## config.mk

```make
export PLATFORM = sky130hd
export DESIGN_NAME = flow_table_lookup
export DESIGN_NICKNAME = d
export VERILOG_FILES = /design/src/rtl/flow_table_lookup.sv
export SDC_FILE = /design/constraint.sdc
export NUM_CORES = 2
export LEC_CHECK = 0
export CAP_MARGIN = 0
export CORE_MARGIN = 10
export CORE_UTILIZATION = 45
export CTS_BUF_LIST = sky130_fd_sc_hd__clkbuf_8 sky130_fd_sc_hd__clkbuf_16
export DETAILED_ROUTE_END_ITERATION = 7
export PLACE_DENSITY_LB_ADDON = 0.08
export SLEW_MARGIN = 30
export SYNTH_ARGS = -nofsm -noshare
export SYNTH_HDL_FRONTEND = slang
export SYNTH_SLANG_ARGS = --single-unit
```

## constraint.sdc

```tcl
create_clock -name sys_clk -period 20.2 [get_ports sys_clk]
set_input_delay 4.04 -clock sys_clk [delete_from_list [all_inputs] [get_ports sys_clk]]
set_output_delay 4.04 -clock sys_clk [all_outputs]
set_load 0.005 [all_outputs]
```

## src/rtl/flow_table_lookup.sv

```systemverilog
// Wildcard flow table: sequential priority scan (index 0 first), one entry per cycle.
// Latency: hit at index i acks 2+i cycles after req; miss acks 1+NENTRY cycles after; req while busy is dropped.
module flow_table_lookup #(
    parameter int NPORT  = 4,
    parameter int NENTRY = 8,
    parameter int AW     = 3,
    parameter int KEY_W  = 116
) (
    input  logic             sys_clk,
    input  logic             sys_rst,
    input  logic             of_lookup_req,
    input  logic [KEY_W-1:0] of_lookup_data,
    output logic             of_lookup_ack,
    output logic             of_lookup_err,
    output logic [NPORT-1:0] of_lookup_fwd_port,
    output logic             lookup_busy,
    input  logic             tbl_wr_en,
    input  logic [AW-1:0]    tbl_wr_addr,
    input  logic             tbl_wr_valid,
    input  logic [KEY_W-1:0] tbl_wr_key,
    input  logic [KEY_W-1:0] tbl_wr_mask,
    input  logic [NPORT-1:0] tbl_wr_port,
    output logic [31:0]      hit_count,
    output logic [31:0]      miss_count
);
    typedef enum logic {S_IDLE = 1'b0, S_SEARCH = 1'b1} state_t;

    localparam logic [31:0]   CNT_MAX  = 32'hFFFF_FFFF;
    localparam logic [AW-1:0] LAST_IDX = AW'(NENTRY - 1);

    state_t            r_state;
    state_t            w_state_nxt;

    logic [KEY_W-1:0]  r_tbl_key  [NENTRY];
    logic [KEY_W-1:0]  r_tbl_mask [NENTRY];
    logic [NPORT-1:0]  r_tbl_port [NENTRY];
    logic [NENTRY-1:0] r_tbl_valid;

    logic [KEY_W-1:0]  r_key_q;
    logic [AW-1:0]     r_idx;
    logic              r_ack;
    logic              r_err;
    logic [NPORT-1:0]  r_fwd_port;
    logic              r_busy;
    logic [31:0]       r_hit_count;
    logic [31:0]       r_miss_count;

    logic              w_wr;
    logic              w_match;
    logic              w_last;
    logic              w_accept;
    logic              w_done;
    logic              w_hit;
    logic              w_miss;

    assign w_wr    = tbl_wr_en && (32'(tbl_wr_addr) < 32'(NENTRY));
    assign w_match = r_tbl_valid[r_idx] &&
                     (((r_key_q ^ r_tbl_key[r_idx]) & r_tbl_mask[r_idx]) == '0);
    assign w_last  = (r_idx == LAST_IDX);

    // Table storage; only valid bits need a reset, key/mask/port are don't-care while invalid.
    always_ff @(posedge sys_clk) begin
        if (sys_rst) begin
            r_tbl_valid <= '0;
        end else if (w_wr) begin
            r_tbl_valid[tbl_wr_addr] <= tbl_wr_valid;
        end
    end

    always_ff @(posedge sys_clk) begin
        if (w_wr) begin
            r_tbl_key[tbl_wr_addr]  <= tbl_wr_key;
            r_tbl_mask[tbl_wr_addr] <= tbl_wr_mask;
            r_tbl_port[tbl_wr_addr] <= tbl_wr_port;
        end
    end

    always_ff @(posedge sys_clk) begin
        if (sys_rst) begin
            r_state <= S_IDLE;
        end else begin
            r_state <= w_state_nxt;
        end
    end

    always_comb begin
        w_state_nxt = r_state;
        case (r_state)
            S_IDLE:   if (of_lookup_req) w_state_nxt = S_SEARCH;
            S_SEARCH: if (w_match || w_last) w_state_nxt = S_IDLE;
            default:  w_state_nxt = S_IDLE;
        endcase
    end

    always_comb begin
        w_accept = 1'b0;
        w_done   = 1'b0;
        w_hit    = 1'b0;
        w_miss   = 1'b0;
        case (r_state)
            S_IDLE:   w_accept = of_lookup_req;
            S_SEARCH: begin
                w_done = w_match || w_last;
                w_hit  = w_match;
                w_miss = !w_match && w_last;
            end
            default: ;
        endcase
    end

    always_ff @(posedge sys_clk) begin
        if (sys_rst) begin
            r_key_q      <= '0;
            r_idx        <= '0;
            r_ack        <= 1'b0;
            r_err        <= 1'b0;
            r_fwd_port   <= '0;
            r_busy       <= 1'b0;
            r_hit_count  <= '0;
            r_miss_count <= '0;
        end else begin
            r_ack <= w_done;
            r_err <= w_miss;
            if (w_accept) begin
                r_key_q <= of_lookup_data;
                r_idx   <= '0;
                r_busy  <= 1'b1;
            end else if (w_done) begin
                r_busy  <= 1'b0;
            end else if (r_state == S_SEARCH) begin
                r_idx   <= r_idx + 1'b1;
            end
            // fwd_port holds between acks so late readers still see the last result
            if (w_hit) begin
                r_fwd_port <= r_tbl_port[r_idx];
            end else if (w_miss) begin
                r_fwd_port <= '0;
            end
            if (w_hit && (r_hit_count != CNT_MAX)) begin
                r_hit_count <= r_hit_count + 32'd1;
            end
            if (w_miss && (r_miss_count != CNT_MAX)) begin
                r_miss_count <= r_miss_count + 32'd1;
            end
        end
    end

    assign of_lookup_ack      = r_ack;
    assign of_lookup_err      = r_err;
    assign of_lookup_fwd_port = r_fwd_port;
    assign lookup_busy        = r_busy;
    assign hit_count          = r_hit_count;
    assign miss_count         = r_miss_count;

endmodule
```

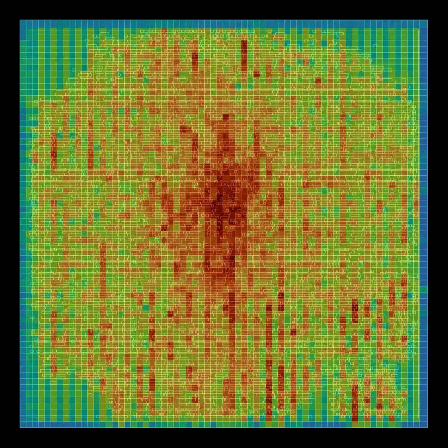
**Above:** routing congestion map.
met3 GRT Util: 5.19%
Util after Layout: 52.6%
layer carrying the most global-route usage: met2
DR WL/cell: 30.7 µm

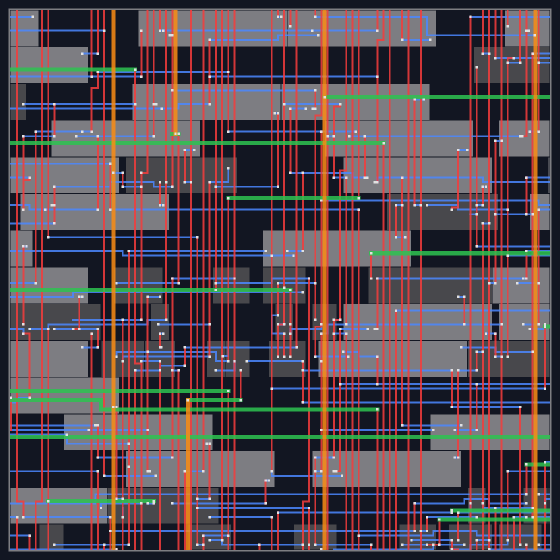
**Above:** layout detail.
Region (209, 300) to (249, 340) µm. Cells in gray, sequential cells in the stronger gray; small squares are vias.
[metal 1] blue
[metal 3] green
[metal 4] orange
[metal 2] red
most frequent: edfxtp_1 (21), mux4_2 (6), xor2_1 (4)
netlist names of flops here include: `r_tbl_key` (11), `r_tbl_mask` (10)
cells with their middle in the window: 47
sequential cells in the window: 21

==> metrics.cfg <==
[run_status]
status=finished clean

[final_layout]
buffers=519
fillerInstances=15472
reg.largest.list=r_tbl_key (928), r_tbl_mask (928), r_key_q (116)
inverters=45
instances_no_fill=8366
mostFrequentLayoutCells=edfxtp_1, clkdlybuf4s50_1, nand2_1, mux2i_1, mux4_2
sh_seq_area_pct=60.7
fin_nets=6009
drive_above_1_share_pct=14.7
clkbuf_count=241

[setup_path]
critPathBufInv=5
cp_common_cell=buf_4
worstPathArrival_ns=8.51
critical-path-top-delay-family=buffers and inverters
cp_slowest_cell=dfxtp_4

[floorplanning]
fp-row-count=160
core-area_mm2=0.190
taps=2511
initial_core_util_pct=45.3
io_pins=431

[final_timing]
fmax_mhz=129
slew_viol_final=0
finClkSkew_ns=0.0476
hold_viol_final=0
slew_headroom_pct=20.3
post-route-min-period_ns=7.78
finalSetupTns_ns=0

[global_route]
grt_antenna_before_repair=62
grt_overflow=0

[pwr]
p_per_area_mw_per_mm2=95.3
power.switching_mw=2.18
pwr-share-seq_pct=51.7
p_sw_share_pct=22.9
powerClk_mw=3.93
powerSeq_mw=4.93

[run]
tool_warnings=46

[cts]
cts_buffers=217

[synthesis]
yosys.cell_count.top_type=edfxtp_1
synth_flops=2090
ys_cells=5165
ys_seq_share_pct=70.5
ys_chip_area_mm2=0.0861

[worst_hold_path]
holdCritPathClass=flop to flop

[place]
detailed_place_hpwl_um=174000
place_ws_ns=11.52
io_buffers=430
placed_cell_area_mm2=0.0928

[detailed_routing]
first_pass_iters=5
wl_met3_um=17900
wl_met2_um=123000

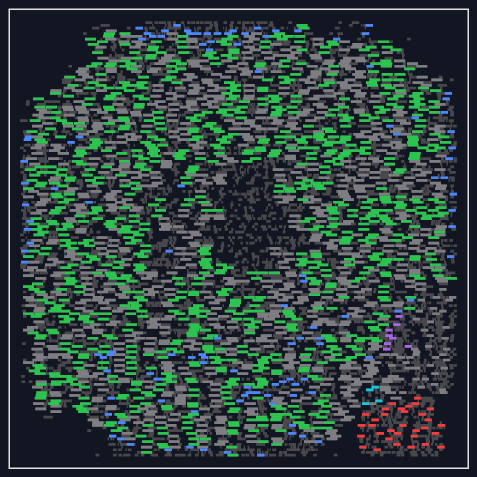
**Above:** register map, names as in the netlist.
(1 px per µm) Other sequential cells in the stronger gray, the rest of the logic in the fainter gray.
[`r_tbl_key`] green | sequential cells: 928 | where: spread over the die
[`r_tbl_valid`] purple | sequential cells: 8
[`hit_count`] red | sequential cells: 32 | where: south-east
[`of_lookup_fwd_port`] cyan | sequential cells: 4 | where: south-east
[`r_key_q`] blue | sequential cells: 116 | where: spread over the die
not colored: 1002

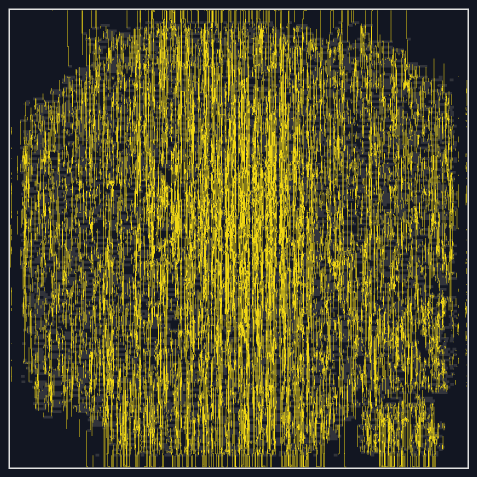
**Above:** metal 2.
(1 px per µm)
longest straight run: 218 µm
main direction: vertical
M2 GR Usage: 38.9%
Vias: 48684
total wire length: 257000 µm

## stage by stage
stage	hold WS, ns	utilization (%)
6_report	0.454	52.6
5_1_grt	0.479	52.6
4_1_cts	0.455	52.6
3_5_place_dp	0.448	48.8
3_3_place_gp	0.450	48.8
2_1_floorplan	0.436	-
## logic make-up (layout without fill, tap and decap cells)
logic type	count (synthesis)	in the layout	synth area share, %
DFF	2090	2090	70.5
AOI/OAI and AO/OA	473	473	3.72
other	0	15	0
xor gates and xnor gates	164	164	1.67
muxes	805	805	13.7
adders and majority gates	4	4	0.0581
and+or+nand+nor	1326	1326	8.16
buffers and inverters	303	978	2.15
## path summary, 6_finish.rpt
check	end	slack, ns	cells past startpoint
setup / recovery	flop	12.42	14
hold / removal	r_key_q[111]	0.45	2
setup reg to reg	flop	12.42	14
hold reg to reg	r_key_q[111]	0.45	2
Power is estimated from default activity; no workload was simulated.
